Fig. 1: the metal 1 layer
Supply wires on this layer in gray.
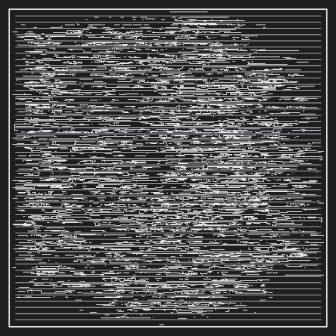
Fig. 2: met2 routing
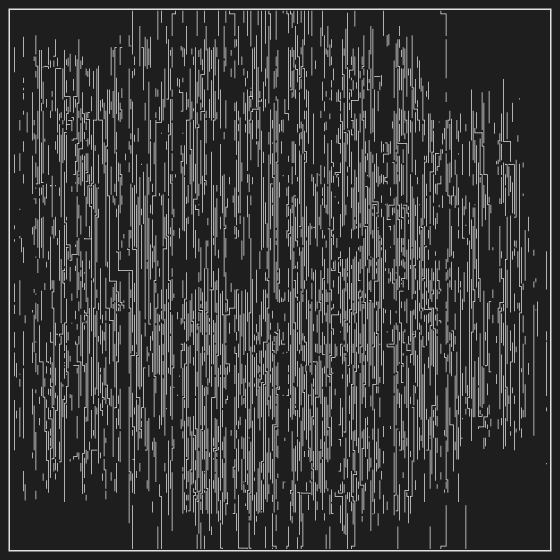
Fig. 3: signal wires on met3
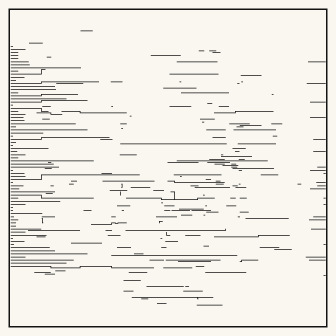
Fig. 4: M4 wires
Scale bar: 50 µm. Supply wires on this layer in gray. Cells faint in the background.
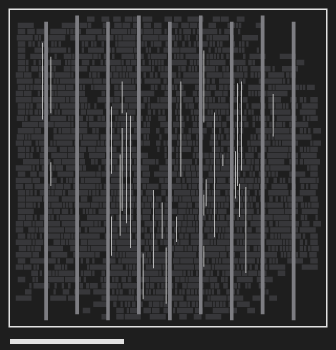
## config.mk

```make
export PLATFORM = sky130hd
export DESIGN_NAME = mult_sequencer
export DESIGN_NICKNAME = d
export VERILOG_FILES = /design/src/rtl/mult_sequencer.sv
export SDC_FILE = /design/constraint.sdc
export NUM_CORES = 1
export LEC_CHECK = 0
export ABC_AREA = 1
export CAP_MARGIN = 20
export CORE_MARGIN = 2
export CORE_UTILIZATION = 49
export DETAILED_ROUTE_END_ITERATION = 8
export GPL_ROUTABILITY_DRIVEN = 1
export PLACE_DENSITY = 0.81
export SETUP_SLACK_MARGIN = 0.4
export SYNTH_ARGS = -nofsm -noshare
export SYNTH_HDL_FRONTEND = slang
export SYNTH_SLANG_ARGS = --single-unit
```

## constraint.sdc

```tcl
create_clock -name clk -period 2.2 [get_ports clk]
set_input_delay 0.44 -clock clk [delete_from_list [all_inputs] [get_ports clk]]
set_output_delay 0.44 -clock clk [all_outputs]
set_load 0.02 [all_outputs]
```

## src/rtl/mult_sequencer.sv

```systemverilog
// mult_sequencer
//
// Iterative radix-2 unsigned shift-add multiply controller for the EXE stage.
// A multiply issued by the decoder is latched in IDLE, runs WIDTH add/shift
// steps in BUSY, and its 2*WIDTH-bit product is published in DONE together
// with a one-cycle write-back strobe. While the operation is pending the
// stall output freezes the pipeline (it is ORed into hazard_detected).
//
// Optional feature macro:
//   MULT_ZERO_BYPASS_EN - when defined, a start with a zero operand skips
//                         BUSY and goes straight to DONE with a zero result.
//
// Parameters:
//   WIDTH        operand width (default `WORD_LEN, 32 if not defined)
//   REG_ADDR_LEN destination register index width
//
// Ports:
//   clk        in   rising-edge clock
//   rst        in   synchronous active-low reset
//   start      in   issue request, sampled only in IDLE
//   flush      in   abort in-flight operation (branch/jump taken)
//   op_a       in   multiplicand
//   op_b       in   multiplier
//   dest       in   write-back register index
//   busy       out  state != IDLE
//   stall      out  combinational freeze request to the hazard path
//   done       out  one-cycle completion pulse
//   wb_en      out  write-back strobe, equal to done
//   wb_dest    out  latched dest
//   result_hi  out  upper product word
//   result_lo  out  lower product word

`ifndef WORD_LEN
`define WORD_LEN 32
`endif

module mult_sequencer #(
    parameter int unsigned WIDTH        = `WORD_LEN,
    parameter int unsigned REG_ADDR_LEN = 5
) (
    input  logic                    clk,
    input  logic                    rst,
    input  logic                    start,
    input  logic                    flush,
    input  logic [WIDTH-1:0]        op_a,
    input  logic [WIDTH-1:0]        op_b,
    input  logic [REG_ADDR_LEN-1:0] dest,
    output logic                    busy,
    output logic                    stall,
    output logic                    done,
    output logic                    wb_en,
    output logic [REG_ADDR_LEN-1:0] wb_dest,
    output logic [WIDTH-1:0]        result_hi,
    output logic [WIDTH-1:0]        result_lo
);

    localparam int unsigned CntW = (WIDTH > 1) ? $clog2(WIDTH) : 1;

    typedef enum logic [1:0] {
        StIdle,
        StBusy,
        StDone
    } state_e;

    state_e                  state_q,   state_d;
    logic [WIDTH-1:0]        acc_hi_q,  acc_hi_d;
    logic [WIDTH-1:0]        mplr_q,    mplr_d;
    logic [WIDTH-1:0]        mcand_q,   mcand_d;
    logic [CntW-1:0]         count_q,   count_d;
    logic [REG_ADDR_LEN-1:0] wb_dest_q, wb_dest_d;
    logic [WIDTH-1:0]        res_hi_q,  res_hi_d;
    logic [WIDTH-1:0]        res_lo_q,  res_lo_d;

    logic             accept;
    logic             bypass;
    logic             last_step;
    logic [WIDTH:0]   sum;
    logic [WIDTH-1:0] step_hi;
    logic [WIDTH-1:0] step_lo;

    assign accept = start && !flush;

`ifdef MULT_ZERO_BYPASS_EN
    assign bypass = accept && ((op_a == '0) || (op_b == '0));
`else
    assign bypass = 1'b0;
`endif

    // One shift-add step: add the multiplicand when the current multiplier
    // LSB is set, then shift {carry, acc_hi, mplr} right by one. The product's
    // low word accumulates in mplr as its original bits are shifted out.
    assign sum     = {1'b0, acc_hi_q} + (mplr_q[0] ? {1'b0, mcand_q} : {(WIDTH + 1){1'b0}});
    assign step_hi = sum[WIDTH:1];
    assign step_lo = {sum[0], mplr_q[WIDTH-1:1]};

    assign last_step = (count_q == CntW'(WIDTH - 1));

    always_comb begin
        state_d   = state_q;
        acc_hi_d  = acc_hi_q;
        mplr_d    = mplr_q;
        mcand_d   = mcand_q;
        count_d   = count_q;
        wb_dest_d = wb_dest_q;
        res_hi_d  = res_hi_q;
        res_lo_d  = res_lo_q;
        stall     = 1'b0;

        unique case (state_q)
            StIdle: begin
                if (accept) begin
                    // Stall in the issue cycle so the instruction does not
                    // advance before the sequencer has taken it.
                    stall     = 1'b1;
                    mcand_d   = op_a;
                    mplr_d    = op_b;
                    acc_hi_d  = '0;
                    count_d   = '0;
                    wb_dest_d = dest;
                    if (bypass) begin
                        res_hi_d = '0;
                        res_lo_d = '0;
                        state_d  = StDone;
                    end else begin
                        state_d  = StBusy;
                    end
                end
            end

            StBusy: begin
                stall    = 1'b1;
                acc_hi_d = step_hi;
                mplr_d   = step_lo;
                count_d  = count_q + 1'b1;
                if (flush) begin
                    // Abort wins over completion; results keep old values.
                    state_d = StIdle;
                end else if (last_step) begin
                    res_hi_d = step_hi;
                    res_lo_d = step_lo;
                    state_d  = StDone;
                end
            end

            StDone: begin
                state_d = StIdle;
            end

            default: begin
                state_d = StIdle;
            end
        endcase
    end

    always_ff @(posedge clk) begin
        if (!rst) begin
            state_q   <= StIdle;
            acc_hi_q  <= '0;
            mplr_q    <= '0;
            mcand_q   <= '0;
            count_q   <= '0;
            wb_dest_q <= '0;
            res_hi_q  <= '0;
            res_lo_q  <= '0;
        end else begin
            state_q   <= state_d;
            acc_hi_q  <= acc_hi_d;
            mplr_q    <= mplr_d;
            mcand_q   <= mcand_d;
            count_q   <= count_d;
            wb_dest_q <= wb_dest_d;
            res_hi_q  <= res_hi_d;
            res_lo_q  <= res_lo_d;
        end
    end

    assign busy      = (state_q != StIdle);
    assign done      = (state_q == StDone);
    assign wb_en     = done;
    assign wb_dest   = wb_dest_q;
    assign result_hi = res_hi_q;
    assign result_lo = res_lo_q;

endmodule

```

==> reports/summary.txt <==
CTS max path bufs: 2
# resized after CTS: 42
Placed Cells: 1732
DRT iter0 DRCs: 529
CTS sink cnt: 172
Post-Place Worst Slack: -0.157 ns
Compound Share, Synth: 12.0%
Worst hold path endpoint: count_q[0]
Std-Cell Rows: 49
Met3 Wirelength: 2290 µm
Vias in the first global route: 8584
CP most frequent cell: nand2_2
Cell count in the Yosys report: 1390
Flop area: 3450 µm²
Clock slew at reported path FFs: 0.08 ns
Die width: 139 µm
Outcome: finished, violations left
EDFF count, synth: 0
Count of multi-input gates: 961
Post-CTS Setup Bufs: 4
Leakage: 6.39 nW
Total Power: 7.12 mW
Design area: 13100 µm²
# hold bufs at CTS: 0
Leading cell kind: multi-input combinational cells
Fraction of area in non-clock buffers: 16.6%
Combinational power: 0.696 mW
Plain + repair buffers: 204
FF-to-FF End: acc_hi_q[31]
Synthesis area per yosys: 8890 µm²
CTS buffer count: 17
Drt first pass iters: 5
Share of layout cells above drive strength 1: 26.6%
Pwr top: sequential cells
R2R cell count: 16
Biggest area cells: dfxtp_1 (39%), nand2_1 (16%), nor2_1 (12%)
Levels on crit path: 16
Antenna Nets Post-Route: 0
Area post-placement: 11100 µm²
Clock network area share: 4.67%
Seq share, synth: 38.7%
Top cell area share: 38.7%
Mux cell area share: 0%
Sequential share of cell area: 26.4%
Part of the power in registers: 46.3%
Routed WL per cell: 15.9 µm
Met1 Use GR: 31.8%
Die Height: 139 µm
Worst-path cell chain: nand2_2 > inv_2 > ha_4 > inv_2 > fa_2 > inv_2 > nand3_2 > nand2_2 > nand2_1 > nand2_2 > nand2_2 > nand2_4 > nand4_1 > nand2_2 > nand2_2 > a21oi_2
Non-clk invs: 196
Comb area leader: simple AND/OR/NAND/NOR gates
Synth warn: 0
Cell variety after synth: 30
Final min period: 2.26 ns
Master cell of the clock root buffer: clkbuf_16
Hold depth: 1
Remaining Overflow, GRT: 0
Achievable frequency: 442 MHz
CP bufs+invs: 3
Antenna violations before repair: 0
Failing checks: negative setup slack
Met2 wire length: 14100 µm
Simple-Gate Area Share: 31.5%
Min-delay worst type: flip-flop to flip-flop
Critical path launch point: mplr_q[0]
Max layer used: met4
Chip area: 19200 µm²
Tool warnings: 29
Clkbuf count: 18
Fin Hold WS: 0.468 ns
Internal power: 5.19 mW
Reg2Reg Setup Slack: -0.06 ns
Critical path fanouts, max: 7
Critical-path top delay cell: dfxtp_4
Combinational share of cell area: 44.6%
Clock share of power: 43.9%
Tap Cells: 229
First-pass GRT wire length: 41200 µm
Power Sequential: 3.30 mW
XORs/XNORs by Area: 1.48%
Via density: 5.27
Placed wire-length estimate: 17200 µm
Largest delay share family, worst path: simple AND/OR/NAND/NOR gates
Switching fraction of total power: 27.1%
Most frequent cell after synthesis: nand2_1
Cell accounting for the most synthesized area: dfxtp_1
Top cells by count, synth: nand2_1 (376), nor2_1 (295), inv_1 (190)
GRT busiest layer: met2
GPL Wtd Cong: 0.964
Slew headroom: 58.5%
Final worst setup slack: -0.0629 ns
Maximum VDD drop: 540 µV
Setup TNS: -0.319 ns
Final nets: 1660
Diodes inserted: 0
Max cap viols: 0
Clock tree from TritonCTS: done
Final Skew: 0.0165 ns
Util after Layout: 73.2%
Comb power frac: 9.8%
Hold Startpoint: count_q[0]
H-Tree Depth: 4
P_clk: 3.13 mW
Clk_lat worst skew: 0.45 ns
Syn_area_per_cell: 6.39 µm²
Flop count: 172
Critical path type: flip-flop to flip-flop
Fillers: 1365
Pin slew with the least headroom to its limit: 0.622 ns
GR Util All Layers: 25.8%
Slew Limit Fails: 0
WL met1: 11500 µm
Synth Flop Type: dfxtp_1
Unrepaired setup endpoints after global routing: true
Critical path required time: 2.58 ns
Core region area: 17900 µm²
I/O Buffers: 145
DRC: 0
Layout area overhead: 47.4%
# setup viols final: 9
Worst endpoint data arrival time: 2.65 ns
Critical R2R Launch: mplr_q[0]
-- Fig. 1 (at the start) --
wire length on this layer: 11500 µm
nets with wire on the layer: 1551
longest straight run: 32.7 µm
share of all routed wire: 40%
main direction: horizontal

-- Fig. 2 (at the start) --
nets with wire on the layer: 1369
longest straight run: 49.6 µm
wire length on this layer: 14100 µm
met2 global-route usage: 44.6%
Total Wirelength: 28600 µm
DR vias: 9454

-- Fig. 3 (at the start) --
longest straight run: 55.0 µm
wire length on this layer: 2290 µm
share of all routed wire: 8.0%
met3 GRT Util: 7.63%

-- Fig. 4 (at the start) --
main direction: vertical
share of all routed wire: 2.6%

## cell usage in the layout, fill, tap and decap left out, drive strengths merged, types with 2 or more instances in the layout
master         instances
clkinv                 6
ha                    34
nand3b                 3
nor3                   8
dlymetal6s2s           2
xor2                  14
inv                  203
dfxtp                172
buf                   55
nand2                376
nand3                 37
a21oi                 59
o21ai                 92
a21o                   4
a31oi                  5
clkbuf                24
clkdlybuf4s50        141
o221ai                27
nor2                 295
## registers in the layout, summed over array words and instances (netlist names)
signal / flops
result_hi: 32
count_q: 5
result_lo: 32
mplr_q: 32
mcand_q: 32
wb_dest: 5
acc_hi_q: 32
state_q: 2
No activity file was given, so power comes from the tool's default toggle rates.
